### Signal wires on met1

Cells faint in the background.
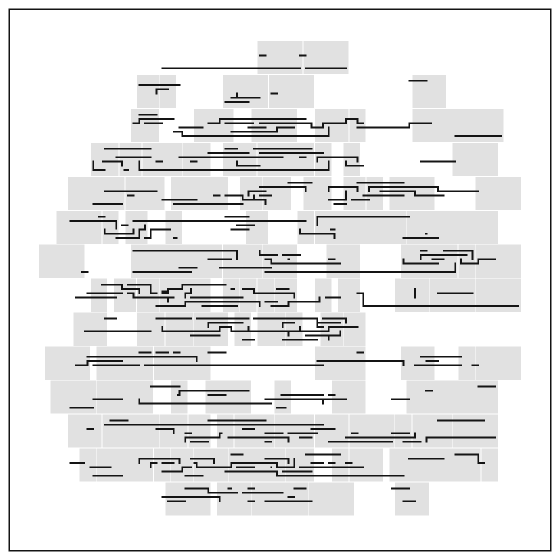
### Local utilization

The bar under the picture is 10 um long. 9 x 9 tiles, from dark blue (low) to red (high), 0 to 100% covered.
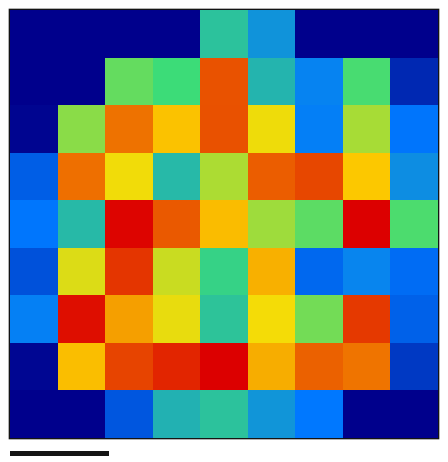
### config.mk
export PLATFORM = sky130hd
export DESIGN_NAME = seq_alu
export DESIGN_NICKNAME = d
export VERILOG_FILES = /design/src/rtl/seq_alu.sv
export SDC_FILE = /design/constraint.sdc
export NUM_CORES = 1
export LEC_CHECK = 0
export CORE_MARGIN = 2
export CORE_UTILIZATION = 45
export CTS_CLUSTER_SIZE = 28
export DETAILED_ROUTE_END_ITERATION = 8
export PLACE_DENSITY = 0.71
export SLEW_MARGIN = 25
export SYNTH_ARGS = -nofsm -noshare
export SYNTH_HDL_FRONTEND = slang
export SYNTH_SLANG_ARGS = --single-unit
### constraint.sdc
create_clock -name clk -period 3.08 [get_ports clk]
set_input_delay 0.616 -clock clk [delete_from_list [all_inputs] [get_ports clk]]
set_output_delay 0.616 -clock clk [all_outputs]
set_load 0.01 [all_outputs]
### src/rtl/seq_alu.sv
// seq_alu: registered signed ALU, sign-extends operands to WIDTH+1 and updates C one edge after an enabled sample
module seq_alu #(
   parameter int WIDTH = 4
) (
   input  logic             clk,
   input  logic             rst,
   input  logic [WIDTH-1:0] A,
   input  logic [WIDTH-1:0] B,
   input  logic [2:0]       opcode,
   input  logic             en,
   output logic [WIDTH:0]   C
);
   logic [WIDTH:0] a, b, f, c_d, c_q;
   assign a = {A[WIDTH-1], A};
   assign b = {B[WIDTH-1], B};
   always_comb begin
      f = '0;
      case (opcode)
         3'b000: f = a + b;
         3'b001: f = a - b;
         3'b010: f = ~a;
         3'b011: f = {{WIDTH{1'b0}}, &B};
         3'b100: f = {{WIDTH{1'b0}}, |A};
         3'b101: f = {{WIDTH{1'b0}}, ^A};
         3'b110: f = a & b;
         3'b111: f = a | b;
         default: f = '0;
      endcase
      c_d = en ? f : c_q;
   end
   always_ff @(posedge clk) begin
      if (rst) c_q <= '0;
      else     c_q <= c_d;
   end
   assign C = c_q;
endmodule

==> flow_summary_export.csv <==
group,metric,value,unit
run_status,outcome,"finished, final reports clean",
clock_network,path_clk_slew,40,ps
route,vias,668,
min_path,hp-class,"flip-flop to flip-flop",
synth,synth_area,693,um2
finish,fin_nets,138,
power_and_ir_drop,irDropWorstVdd,0.108,mV
synth,async_flop_share,0,%
timing,relSlewSlack,79.1,%
route,wl_per_cell,11.7,um
clock_network,cts_root_buffer,"clkbuf_4",
worst_setup_path,crit_fanout,4,
synth,area_leaders,"ha_1, dfxtp_1, xnor2_1",
global_routing,grt_max_degree,14,
clock_network,holdBufCountCts,0,
die,chipWidth,43.2,um
global_routing,antenna_found_initial,0,
clock_network,clk_latency,240,ps
clock_network,cts_buffers,3,
global_routing,grt_overflow,0,
route,ant_nets,0,
timing,holdWs,486,ps
job,drv_cap,0,
finish,layout-drive-gt1-share,10.7,%
timing,finalClockSkew,0,ps
finish,final_area,918,um2
worst_setup_path,critPathRequiredTime,3210,ps
timing,hold_viol,0,
synth,postSynthAreaPerCell,7.79,um2
timing,finalCritPeriodShare,87.8,%
route,drc,0,
die,chipArea,1870,um2
synth,synth_cell_types,31,
clock_network,cts_max_path_buffers,2,
timing,post-route-min-period,2710,ps
power_and_ir_drop,p_per_area,301,nW/um2
synth,ys_cells,89,
synth,yosys_warnings,0,
timing,finalSetupTns,0,ps
worst_setup_path,cp-start-kind,"input port",
finish,num_antenna_cells,0,
worst_setup_path,arrival,2830,ps
synth,ys_area,693,um2
synth,fp_nets,114,
synth,edf_count,0,
synth,ys_seq_share,14.4,%
timing,slew_violations,0,
timing,worst_pin_slew,310,ps
worst_setup_path,end_kind,"flip-flop",
clock_network,htreeDepth,1,
synth,ys.flops,5,
timing,setup_viol,0,
finish,area_growth,32.5,%
finish,n_fill_cell,137,
place,place_inst,124,
clock_network,cts_tree,"yes",
place,gp_congestion,0.856,
worst_setup_path,crit_type,"input port to flip-flop",
global_routing,grt_pass1_wl,2.65,mm
synth,ff_type,"dfxtp_1",
clock_network,ctsResizeCount,0,
route,viasPerCell,5.22,
power_and_ir_drop,p_total,277,uW
route,wl,1.49,mm
synth,yosysTopAreaCell,"ha_1",
timing,fmax,370,MHz
route,firstDrtPassIters,4,
die,pin_count,19,
synth,top_area_share,18.1,%
die,die-height,43.2,um
global_routing,first_global_vias,632,
timing,rsz0062_at_grt,"false",
clock_network,postCtsSetupBuffers,0,
power_and_ir_drop,leakage,0.407,nW
synth,synthCells,89,
Notes on 'Signal wires on met1' above:
118 nets have wire on it. The layer holds 46% of the routed length.

Notes on 'Local utilization' above:
The mean over all tiles is 48%. 30% of the tiles are over 75% full. The fullest tile reaches 100%.
Core Footprint: 1470 um2
Initial Utilization: 47.1%
Final Core Density: 62.4%

==> area by class of cell <==
type | instances | area (um2) | area share, %
Clock buffer | 4 | 26.3 | 2.86
Inverter | 8 | 30.0 | 3.27
Multi-Input combinational cell | 72 | 524 | 57.1
Sequential cell | 5 | 100 | 10.9
Tap cell | 16 | 20.0 | 2.18
Timing Repair Buffer | 23 | 218 | 23.7
==> worst max-delay path, stage by stage <==
cell	delay [ps]
clkdlybuf4s50_1	510
inv_1	80
ha_1	270
nand2_1	40
o21ai_0	130
inv_1	90
ha_1	270
nor2b_1	130
o21a_1	170
or3_1	300
a31oi_1	160
nor3_1	60
==> final timing paths <==
check | startpoint | endpoint | slack [ps] | depth (start not counted)
worst max-delay path | B[1] | C[3] | 370 | 12
worst max register to register | C[4] | C[4] | 2020 | 5
worst min register to register | C[3] | C[3] | 490 | 2
worst min-delay path | C[3] | C[3] | 490 | 2
==> synthesized netlist by cell type, types with 2 or more instances <==
library cell  instances
a21oi_1               4
maj3_2                2
o211ai_1              2
and2_1                2
xnor2_1               4
nor2_1                9
ha_1                 10
o31ai_1               2
dfxtp_1               5
nor2b_1               2
o21ai_0               6
a31oi_1               4
buf_6                 3
nand2_1               7
nor3_1                3
inv_1                 8
o21a_1                2
==> logic make-up (layout without fill, tap and decap cells) <==
logic type / count (synthesis) / in the layout / share of synthesized area [%]
AND-OR/OR-AND: 27 / 27 / 26.2
buffers and inverters: 12 / 35 / 9.93
adder cells (fa/ha/maj): 13 / 13 / 24.2
flip-flops: 5 / 5 / 14.4
XOR/XNOR: 5 / 5 / 6.32
multiplexers: 1 / 1 / 1.44
AND/OR/NAND/NOR: 26 / 26 / 17.5
==> cells in the final DEF (no fill, tap or decap) <==
cell type / synthesis / final
o21ai_1: 1 / 1
o21ai_0: 6 / 6
o21ba_1: 1 / 1
and2_1: 2 / 2
o31ai_1: 2 / 2
o21ba_2: 1 / 1
nor2_1: 9 / 9
inv_1: 8 / 8
fa_1: 1 / 1
nor3_1: 3 / 3
nand2_1: 7 / 7
nand4b_1: 1 / 1
dfxtp_1: 5 / 5
a22oi_1: 1 / 1
o211ai_1: 2 / 2
or3_1: 1 / 1
buf_4: 0 / 5
clkbuf_1: 0 / 1
a211oi_2: 1 / 1
xnor2_1: 4 / 4
xor2_1: 1 / 1
clkbuf_4: 0 / 3
a211oi_1: 1 / 1
ha_1: 10 / 10
nand2b_1: 1 / 1
o21a_1: 2 / 2
a31oi_1: 4 / 4
mux2i_1: 1 / 1
a21oi_1: 4 / 4
nor2b_1: 2 / 2
clkdlybuf4s50_1: 0 / 18
a311oi_1: 1 / 1
maj3_2: 2 / 2
==> layer usage <==
metal,track usage [%],share of wire [%],vias to the layer above
met5,0,0,-
met4,9.70,1.9,0
met3,1.70,4.9,3
met2,32.8,48,26
met1,22.9,46,283
li1,-,-,356
==> power by group <==
part | internal [mW] | total, mW | switching [mW] | leakage [nW]
registers | 0.0705 | 0.0730 | 0.00246 | 0.0415
logic | 0.0678 | 0.127 | 0.0595 | 0.350
clock network | 0.0490 | 0.0763 | 0.0273 | 0.0150
No activity file was given, so power comes from the tool's default toggle rates.
